`config.mk`:
```
export PLATFORM = sky130hd
export DESIGN_NAME = red_stats_accumulator_flat
export DESIGN_NICKNAME = d
export VERILOG_FILES = /design/src/rtl/red_stats_accumulator_if.sv /design/src/rtl/red_stats_accumulator.sv /design/src/flat_wrapper.sv
export SDC_FILE = /design/constraint.sdc
export NUM_CORES = 1
export LEC_CHECK = 0
export CORE_MARGIN = 5
export CORE_UTILIZATION = 47
export DETAILED_ROUTE_END_ITERATION = 16
export GPL_TIMING_DRIVEN = 1
export PLACE_DENSITY_LB_ADDON = 0.25
export SLEW_MARGIN = 0
export SYNTH_ARGS = -nofsm -noshare
export SYNTH_HDL_FRONTEND = slang
export SYNTH_SLANG_ARGS = --single-unit
export TNS_END_PERCENT = 1
```
`constraint.sdc`:
```
create_clock -name clk -period 12.8 [get_ports clk]
set_clock_uncertainty 0.2 [all_clocks]
set_input_delay 3.2 -clock clk [delete_from_list [all_inputs] [get_ports clk]]
set_output_delay 3.2 -clock clk [all_outputs]
set_load 0.02 [all_outputs]
```
`src/rtl/red_stats_accumulator_if.sv`:
```
// Sample/statistics bus for red_stats_accumulator: pair handshake in, RED and window stats out.
interface red_stats_accumulator_if #(
  parameter int unsigned XLEN = 32,
  parameter int unsigned RW   = 24,
  parameter int unsigned CW   = 11
);
  logic            clear;
  logic            in_valid;
  logic            in_ready;
  logic [XLEN-1:0] approx;
  logic [XLEN-1:0] exact;
  logic [RW-1:0]   red_out;
  logic            red_valid;
  logic [RW-1:0]   mred;
  logic [RW-1:0]   red_max;
  logic            stats_valid;
  logic [CW-1:0]   zero_div_cnt;

  modport master (
    output clear, in_valid, approx, exact,
    input  in_ready, red_out, red_valid, mred, red_max, stats_valid, zero_div_cnt
  );

  modport slave (
    input  clear, in_valid, approx, exact,
    output in_ready, red_out, red_valid, mred, red_max, stats_valid, zero_div_cnt
  );
endinterface

```
`src/rtl/red_stats_accumulator.sv`:
```
// Relative-error-distance statistics engine: per-pair RED via restoring divider,
// windowed mean (MRED) over 2^LOG2_N samples. Define RED_MAX_TRACK_EN to build
// the peak-RED tracker; otherwise red_max is tied to 0.
module red_stats_accumulator #(
  parameter int unsigned XLEN   = 32,
  parameter int unsigned FRAC   = 16,
  parameter int unsigned LOG2_N = 10
) (
  input  logic clk,
  input  logic reset,
  red_stats_accumulator_if.slave bus
);
  localparam int unsigned IB  = 8;
  localparam int unsigned RW  = FRAC + IB;
  localparam int unsigned SW  = RW + LOG2_N;
  localparam int unsigned CW  = LOG2_N + 1;
  localparam int unsigned EW  = XLEN + 1;
  localparam int unsigned NW  = EW + FRAC;
  localparam int unsigned RMW = XLEN + 2;
  localparam int unsigned IW  = $clog2(RW);

  typedef enum logic [2:0] {IDLE, CHECK, DIV, ACC, DONE} state_t;

  state_t state, state_next;

  logic [XLEN-1:0] a_q, e_q;
  logic [EW-1:0]   diff, ed, d;
  logic            sat, d_zero;
  logic [NW-1:0]   num;
  logic [RMW-1:0]  rem, rem_sh, rem_nx;
  logic [RW-1:0]   low, quo, quo_nx;
  logic            ge;
  logic [IW-1:0]   iter;
  logic [RW-1:0]   red_q, mred_q;
  logic            red_valid_q, stats_q;
  logic [SW-1:0]   sum_q, sum_nx;
  logic [CW-1:0]   cnt_q, zdc_q;
  logic            last_sample, in_ready_c;

  // Operand magnitudes, saturation decision and one restoring-division step
  always_comb begin
    diff   = {a_q[XLEN-1], a_q} - {e_q[XLEN-1], e_q};
    ed     = diff[EW-1] ? EW'(-diff) : diff;
    d      = e_q[XLEN-1] ? EW'(-{e_q[XLEN-1], e_q}) : {1'b0, e_q};
    d_zero = (d == '0);
    sat    = ((EW+IB)'(ed) >= {d, {IB{1'b0}}});
    num    = {ed, {FRAC{1'b0}}};
    rem_sh = {rem[RMW-2:0], low[RW-1]};
    ge     = (rem_sh >= RMW'(d));
    rem_nx = ge ? (rem_sh - RMW'(d)) : rem_sh;
    quo_nx = {quo[RW-2:0], ge};
    sum_nx = sum_q + SW'(red_q);
    last_sample = (cnt_q == CW'((2 ** LOG2_N) - 1));
  end

  // State register
  always_ff @(posedge clk or posedge reset) begin
    if (reset) state <= IDLE;
    else       state <= state_next;
  end

  // Next-state logic; clear overrides every transition
  always_comb begin
    state_next = state;
    case (state)
      IDLE:  if (bus.in_valid) state_next = CHECK;
      CHECK: state_next = (d_zero || sat) ? ACC : DIV;
      DIV:   if (iter == IW'(RW - 1)) state_next = ACC;
      ACC:   state_next = last_sample ? DONE : IDLE;
      DONE:  state_next = DONE;
      default: state_next = IDLE;
    endcase
    if (bus.clear) state_next = IDLE;
  end

  // Output decode: ready only in IDLE and never while reset is held
  always_comb begin
    in_ready_c = 1'b0;
    if (state == IDLE && !reset) in_ready_c = 1'b1;
  end

  // Datapath: capture, divider, RED result and window accumulation
  always_ff @(posedge clk or posedge reset) begin
    if (reset) begin
      a_q <= '0; e_q <= '0; rem <= '0; low <= '0; quo <= '0; iter <= '0;
      red_q <= '0; red_valid_q <= 1'b0; mred_q <= '0; stats_q <= 1'b0;
      sum_q <= '0; cnt_q <= '0; zdc_q <= '0;
    end else begin
      red_valid_q <= 1'b0;
      if (bus.clear) begin
        sum_q <= '0; cnt_q <= '0; zdc_q <= '0; mred_q <= '0; stats_q <= 1'b0;
      end else begin
        case (state)
          IDLE: if (bus.in_valid) begin
            a_q <= bus.approx;
            e_q <= bus.exact;
          end
          CHECK: begin
            if (d_zero) begin
              red_q       <= (ed == '0) ? '0 : '1;
              red_valid_q <= 1'b1;
              zdc_q       <= zdc_q + CW'(1);
            end else if (sat) begin
              red_q       <= '1;
              red_valid_q <= 1'b1;
            end else begin
              rem  <= RMW'(num[NW-1:RW]);
              low  <= num[RW-1:0];
              quo  <= '0;
              iter <= '0;
            end
          end
          DIV: begin
            rem  <= rem_nx;
            low  <= {low[RW-2:0], 1'b0};
            quo  <= quo_nx;
            iter <= iter + IW'(1);
            if (iter == IW'(RW - 1)) begin
              red_q       <= quo_nx;
              red_valid_q <= 1'b1;
            end
          end
          ACC: begin
            sum_q <= sum_nx;
            cnt_q <= cnt_q + CW'(1);
            if (last_sample) begin
              stats_q <= 1'b1;
              mred_q  <= sum_nx[SW-1:LOG2_N];
            end
          end
          default: ;
        endcase
      end
    end
  end

`ifdef RED_MAX_TRACK_EN
  logic [RW-1:0] max_q;

  // Peak RED over the current window
  always_ff @(posedge clk or posedge reset) begin
    if (reset)                                max_q <= '0;
    else if (bus.clear)                       max_q <= '0;
    else if (state == ACC && red_q > max_q)   max_q <= red_q;
  end

  assign bus.red_max = max_q;
`else
  assign bus.red_max = '0;
`endif

  assign bus.in_ready     = in_ready_c;
  assign bus.red_out      = red_q;
  assign bus.red_valid    = red_valid_q;
  assign bus.mred         = mred_q;
  assign bus.stats_valid  = stats_q;
  assign bus.zero_div_cnt = zdc_q;
endmodule
```
`src/flat_wrapper.sv`:
```
// flat-port wrapper written by rule: the top's interface ports become plain ports
module red_stats_accumulator_flat 
#(
  parameter int unsigned XLEN   = 32,
  parameter int unsigned FRAC   = 16,
  parameter int unsigned LOG2_N = 10
)
  (clk, reset, bus_clear, bus_in_valid, bus_approx, bus_exact, bus_in_ready, bus_red_out, bus_red_valid, bus_mred, bus_red_max, bus_stats_valid, bus_zero_div_cnt);
  red_stats_accumulator_if #(.XLEN(XLEN)) bus_i ();
  input  logic clk;
  input  logic reset;
  input wire logic [$bits(bus_i.clear)-1:0] bus_clear;
  input wire logic [$bits(bus_i.in_valid)-1:0] bus_in_valid;
  input wire logic [$bits(bus_i.approx)-1:0] bus_approx;
  input wire logic [$bits(bus_i.exact)-1:0] bus_exact;
  output wire logic [$bits(bus_i.in_ready)-1:0] bus_in_ready;
  output wire logic [$bits(bus_i.red_out)-1:0] bus_red_out;
  output wire logic [$bits(bus_i.red_valid)-1:0] bus_red_valid;
  output wire logic [$bits(bus_i.mred)-1:0] bus_mred;
  output wire logic [$bits(bus_i.red_max)-1:0] bus_red_max;
  output wire logic [$bits(bus_i.stats_valid)-1:0] bus_stats_valid;
  output wire logic [$bits(bus_i.zero_div_cnt)-1:0] bus_zero_div_cnt;
  assign bus_i.clear = bus_clear;
  assign bus_i.in_valid = bus_in_valid;
  assign bus_i.approx = bus_approx;
  assign bus_i.exact = bus_exact;
  assign bus_in_ready = bus_i.in_ready;
  assign bus_red_out = bus_i.red_out;
  assign bus_red_valid = bus_i.red_valid;
  assign bus_mred = bus_i.mred;
  assign bus_red_max = bus_i.red_max;
  assign bus_stats_valid = bus_i.stats_valid;
  assign bus_zero_div_cnt = bus_i.zero_div_cnt;
  red_stats_accumulator #(.XLEN(XLEN), .FRAC(FRAC), .LOG2_N(LOG2_N)) u_core (.clk(clk), .reset(reset), .bus(bus_i));
endmodule
```
==> reports/notes.md, run 1 <==
The flow ran to the end, and the final reports show no timing, DRC or antenna violations. The area recorded from the Yosys report for this design is 18020 µm². Combinational logic is responsible for 66.9% of the overall power. For the number of clock sinks, the log shows 242. Looking at the cell usage after synthesis, the top flip-flop cell is dfrtp_1. The run gives 511 as the well tap count. The most critical setup path has its endpoint at u_core.low[23]. The synthesis report lists the most area-consuming cells as dfrtp_1 (34%), ha_1 (8.2%), nand2_1 (5.6%). In this run, CTS created clock tree buffers numbering 30. In the synthesized netlist the async set-or-reset flop fraction comes to 100.0%. Recorded from the global router log, the overflow total was 0. The tools report the number of endpoints with negative hold slack in the final report as 0. The biggest fanout along the worst timing path was 71. The script logs the ratio of routed vias to standard cells as 5.821.

The tools report the synthesized instance count as 2147. The peak ir drop on the vdd network was 0.1625 mV. Per the synth log, the flip-flop and latch total comes to 242. The worst register-to-register path depth is 28.

The largest share of the power goes to combinational logic. In this run, power in the clock network comes to 901 µW. The tools report the launch instance of the worst min-delay path as u_core.bus.mred[4].

After detailed routing, no signal wire sits above met4. The tools report the first element of the critical path as u_core.e_q[0]. Before placement the cells fill 47.72% of the core. The tools report the worst flop-to-flop path startpoint as u_core.e_q[0]. Measured against its own limit, the worst slew margin works out to 24.80%. The run gives 205.8 µm for the die width. The cell family contributing the most delay on the critical path is AND-OR/OR-AND gates. Endpoints with negative setup slack in the final report add up to 0. The run gives 28 for the total tool warning count. The number of placed I/O pins was 154.

Area share of the largest cell type after synthesis: 33.61%. The run gives 71 for the site row count. The violation count after the first detailed-route iteration is 1042, and the number of inserted filler cells in the final layout is 3541.

The run gives 49.79% for the net switching fraction of the power. With the via count of the first global-routing pass at 15.81k, the number of flip-flops under the largest register name is 34. In this run the vertical extent of the chip is 205.8 µm. Including well taps, the total number of placed cells is 2698.

Along the critical path, the tally of buffer and inverter instances is 2. After clock tree synthesis, the repair step resized 0 gates. The placeable core region was 37760 µm². The power density relative to cell area works out to 294.4 nW/µm². The endpoint with the worst hold slack is u_core.bus.mred[4].

The synthesis stats list as the most numerous cell nand2_1. In the final design database the tool counted 2408 nets. For this design the static power due to leakage is 0.008798 µW. In this run the deepest clock path goes through 3 buffers.

More flip-flops sit in one register than any other, and that register is u_core.sum_q. The number of hold buffers added after CTS was 0. Critical path capture point type: a flip-flop.

The first global-routing pass estimated 84160 µm of wire. Summing the areas of all compound-gate instances in the mapped netlist gives 19.96% of the synthesized area. STA puts the critical path data arrival time at 8.91 ns.

The logs give 0 for the max-slew violation count and 2753 for the final non-filler cell total. The logic depth of the worst setup path including buffers was 28. Once layout is complete, the utilization of the core stands at 54.66%. The dominant logic cell type in the layout was nand2_1. The clock network fraction of design power is 14.8%, and the cell depth of the worst min-delay path is 2. Delay of the slowest cell on the worst path: 0.82 ns. Most congested layer reported by global routing: met2. Setup slack closes at 4.120 ns.

Of the cells placed in the final design, the portion with a size suffix greater than 1 is 7.716%.
Run 1, the metal 1 layer:
The bar under the picture is 50 µm long. Supply wires on this layer in grey.
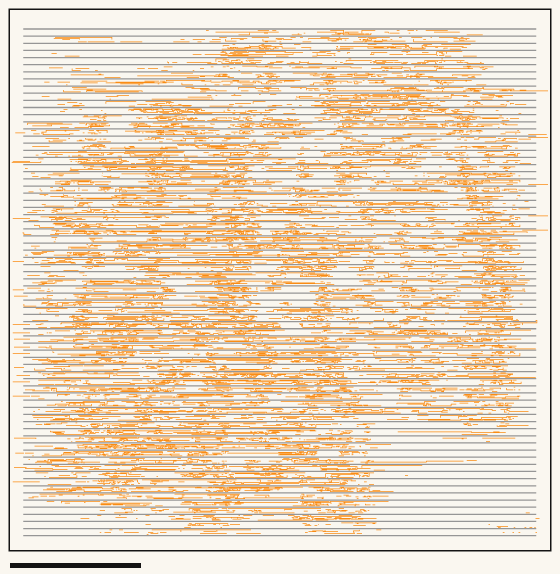
- wire length on this layer: 22.6 mm
- main direction: horizontal
- nets with wire on the layer: 2255
- longest straight run: 63.9 µm
- share of all routed wire: 43%
total wire length after detailed routing: 52120 µm
M1 GR Usage: 32.18%
number of vias in the routed layout: 16.03k

Run 1, signal wires on met2:
The bar under the picture is 50 µm long.
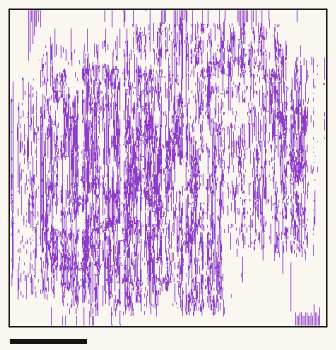
- longest straight run: 103 µm
- wire length on this layer: 25.1 mm
- main direction: vertical
- nets with wire on the layer: 2040
- share of all routed wire: 48%
global-route track usage on met2: 41.75%

Run 1, signal wires on met3:
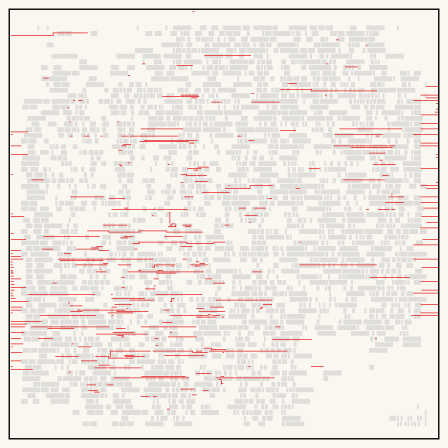
- share of all routed wire: 4.4%
- longest straight run: 45.5 µm
met3 demand-to-capacity share in global routing: 2.664%

Run 1, the metal 4 layer:
The bar under the picture is 50 µm long. Supply wires on this layer in grey.
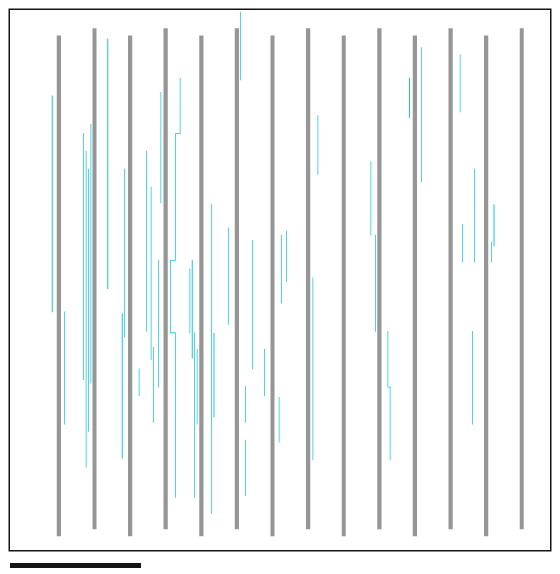
- share of all routed wire: 4.1%
- main direction: vertical

Run 1, routing congestion map:
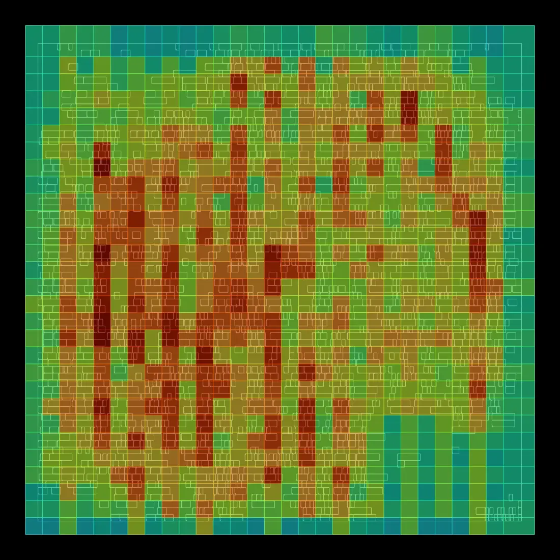

==> run 2, diff against run 1 <==
==> constraint.sdc (replaced) <==
create_clock -name clk -period 8.95 [get_ports clk]
set_clock_uncertainty 0.2 [all_clocks]
set_input_delay 2.2375 -clock clk [delete_from_list [all_inputs] [get_ports clk]]
set_output_delay 2.2375 -clock clk [all_outputs]
set_load 0.02 [all_outputs]
Run 2, routing congestion map:
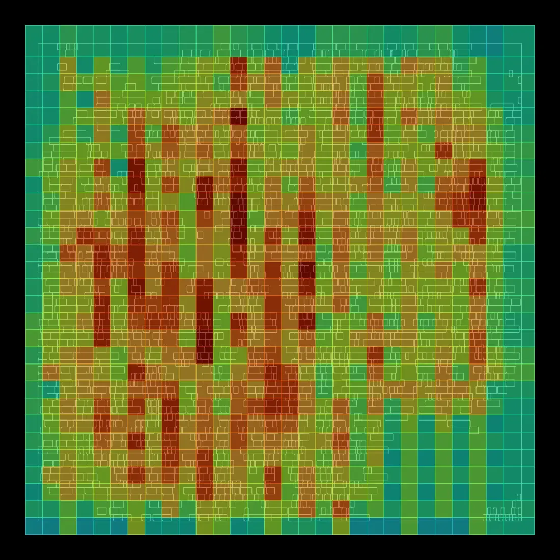
met3 demand-to-capacity share in global routing: 2.427%
Global Route Usage Sum: 23.94%
utilization of the core after routing: 54.81%

Run 2, signal wires on met3:
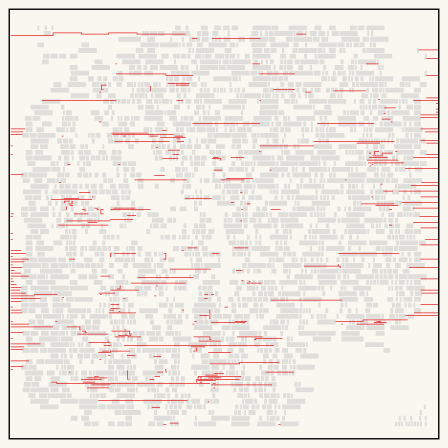
- longest straight run: 73.6 µm
- main direction: horizontal
- share of all routed wire: 4.5%
number of vias in the routed layout: 15.91k
total wire length after detailed routing: 51550 µm

==> run 2 against run 1 <==
Net effect: final area up 0.27%; clock-buffer cell count up 4; sequential share of layout area down 0.078 points; sequential cell count unchanged; non-clock buffer count up 3; setup slack worse by 3.4 ns; routed wire length down 1.1%; sequential power up 43%; fmax up 5.3%; combinational power up 43%; global-route usage down 0.52 points; critical path depth unchanged.
==> reports/notes.md, run 2 <==
The run gives 2 (unchanged) for the cell depth of the worst min-delay path. The total tool warning count is 28 (unchanged). The largest register by flop count was u_core.sum_q.

RePlAce ended its routability-driven mode at a weighted congestion of 1.001. The die width was 205.8 µm (unchanged); the proportion of synthesized flip-flops having asynchronous set or reset was 100.0% (unchanged). For this run, the register share of the synthesized area comes to 33.61%. The peak ir drop on the vdd network was 0.2079 mV (+28%).

Per the cell usage report, the commonest logic cell in the layout is nand2_1. Yosys reports that the most numerous cell types are nand2_1 (268), dfrtp_1 (242), nor2_1 (190). The slowest stage of the critical path is the a2111o_2 cell. Endpoint with the worst hold slack: u_core.bus.mred[4].

The wire length of the first global-routing pass was 82310 µm (-2.2%). The logs give 0 (unchanged) for the setup violation total in the final timing report and 0 (unchanged) for the max-slew violation count. The run gives 41.22% (-0.53 points) for the global routing met2 resource utilization. With the number of inserted filler cells in the final layout at 3421 (-3.4%), the power density relative to cell area is 419.3 nW/µm² (+42%). The total area of sequential cells is 6056 µm², and the biggest fanout along the worst timing path is 56 (-21%). The run gives 2411 (+0.12%) for the total number of nets in the final design. The residual overflow from global routing came out at 0 (unchanged). The number of buffers outside the clock class in the layout is 146. The number of cells on the worst reg-to-reg path is 28 (unchanged). The run gives 0.70 ns for the register-to-register setup slack.

Ranked by power, first place goes to combinational logic. The run gives 18020 µm² for the area of the mapped netlist. The root cell of the clock tree was clkbuf_16. With the number of sequential storage elements at 242, the number of endpoints with negative hold slack in the final report is 0 (unchanged). The tools report the total leakage power as 0.008823 µW (+0.29%). The kind of cell with the highest combined delay on the critical path is AND-OR/OR-AND gates. The number of placed instances with taps included was 2701 (+0.11%). The run gives 7.840% (+0.12 points) for the share of final-layout standard cells stronger than drive strength 1. The number of flip-flops under the largest register name was 34 (unchanged); the violation count after the first detailed-route iteration was 1053 (+1.1%). The run gives 242 (unchanged) for the number of clock sinks. The transition at the pin with the smallest max-transition slack is 1.142 ns. Register bit total from synthesis: 242 (unchanged).

The worst flop-to-flop path startpoint is u_core.e_q[0]. The area share of the largest cell type after synthesis is 33.61% (unchanged). The top cell types in the final layout, fill and taps aside, are nand2_1 (268), dfrtp_1 (242), nor2_1 (188).

The logs give 15.0% (+0.2 points) for the clock network fraction of design power and 19620 µm² for the cell area after placement. The per-cell via count in the routed design came out at 5.772 (-0.85%). Internal power comes to 4400 µW.

Net switching fraction of the power: 49.29% (-0.50 points). The met1 capacity usage during global routing came out at 31.61% (-0.57 points). The first element of the critical path was u_core.e_q[0].

By area, the class that comes first in the final layout consists of multi-input combinational cells. Timing endpoint of the critical path: u_core.low[23]. The tools report the yosys-reported design area after synthesis as 18020 µm² (unchanged). The met3 wire length came out at 2314 µm. The logs give 3 (unchanged) for the maximum buffer depth of the clock tree and 0 (unchanged) for the number of cells upsized or downsized after cts. The run gives 15.38k (-2.7%) as the via count of the first global-routing pass. The worst endpoint data arrival time was 8.49 ns (-0.42 ns).

The logs give 154 (unchanged) for the number of placed I/O pins and 66.7% (-0.2 points) for the logic gate share of total power. The run gives 1 for the deepest level of the CTS H-tree. In the post-synthesis netlist, the biggest area contributors are dfrtp_1 (34%), ha_1 (8.2%), nand2_1 (5.6%). Headroom to the max-slew limit: 23.16% (-1.6 points). Setup repair after global routing left no endpoint under its margin. The run gives 2 (unchanged) for the buffer-and-inverter tally for the worst setup path. The tools report the critical path capture point type as a flip-flop. Power attributed to the clock group: 1300 µW (+44%). The delay of the slowest cell on the worst path came out at 0.76 ns (-0.06 ns).

With the layout clock buffer count at 38, the area fraction in compound gates after synthesis is 19.96% (unchanged). For the number of buffers inserted during clock tree synthesis, the log shows 30 (unchanged). Logic depth of the worst setup path including buffers: 28 (unchanged).

The floorplan die height was 205.8 µm (unchanged). With the synthesized instance count at 2147 (unchanged), the cts-stage hold buffer count is 0 (unchanged). In this run the most critical hold path is launched from u_core.bus.mred[4]. The multi-input combinational area share came out at 54.10%.

Share of the cycle needed by the critical path after routing: 92.13%. Yosys instantiated no cell more often than nand2_1. Summing the areas of all xor and xnor instances in the mapped netlist gives 7.722% of the synthesized area.

The sequential group share of total power came out at 18.3%. The area fraction in and, or, nand and nor cells after synthesis is 20.50%. After synthesis, the share of cell area in mux cells is 4.673%. The final cell area excluding filler cells is 20690 µm². The logs give 71 (unchanged) for the site row count and 37760 µm² (unchanged) for the placeable core region. The highest metal layer with signal wires is met4. The well tap count was 511 (unchanged). In the final layout, the registers with the most flip-flops are u_core.sum_q x34, u_core.rem x33.

The run gives 2147 as the number of cells in Yosys stat. Looking at the global route congestion table, the highest-usage layer is met2. The logs give 2756 (+0.11%) for the final non-filler cell total and 9.19 ns for the required time at the endpoint of the critical path.

Minimum setup slack in the final design: 0.7040 ns (-3.416 ns). The main flop type is dfrtp_1. The flow ran to the end, and the final reports show no timing, DRC or antenna violations. The number of multi-input combinational cells was 1721.

The kind of path behind the tightest hold check is flip-flop to flip-flop. The run gives 47.72% (unchanged) as the effective utilization at floorplan.
Power is estimated from default activity; no workload was simulated.
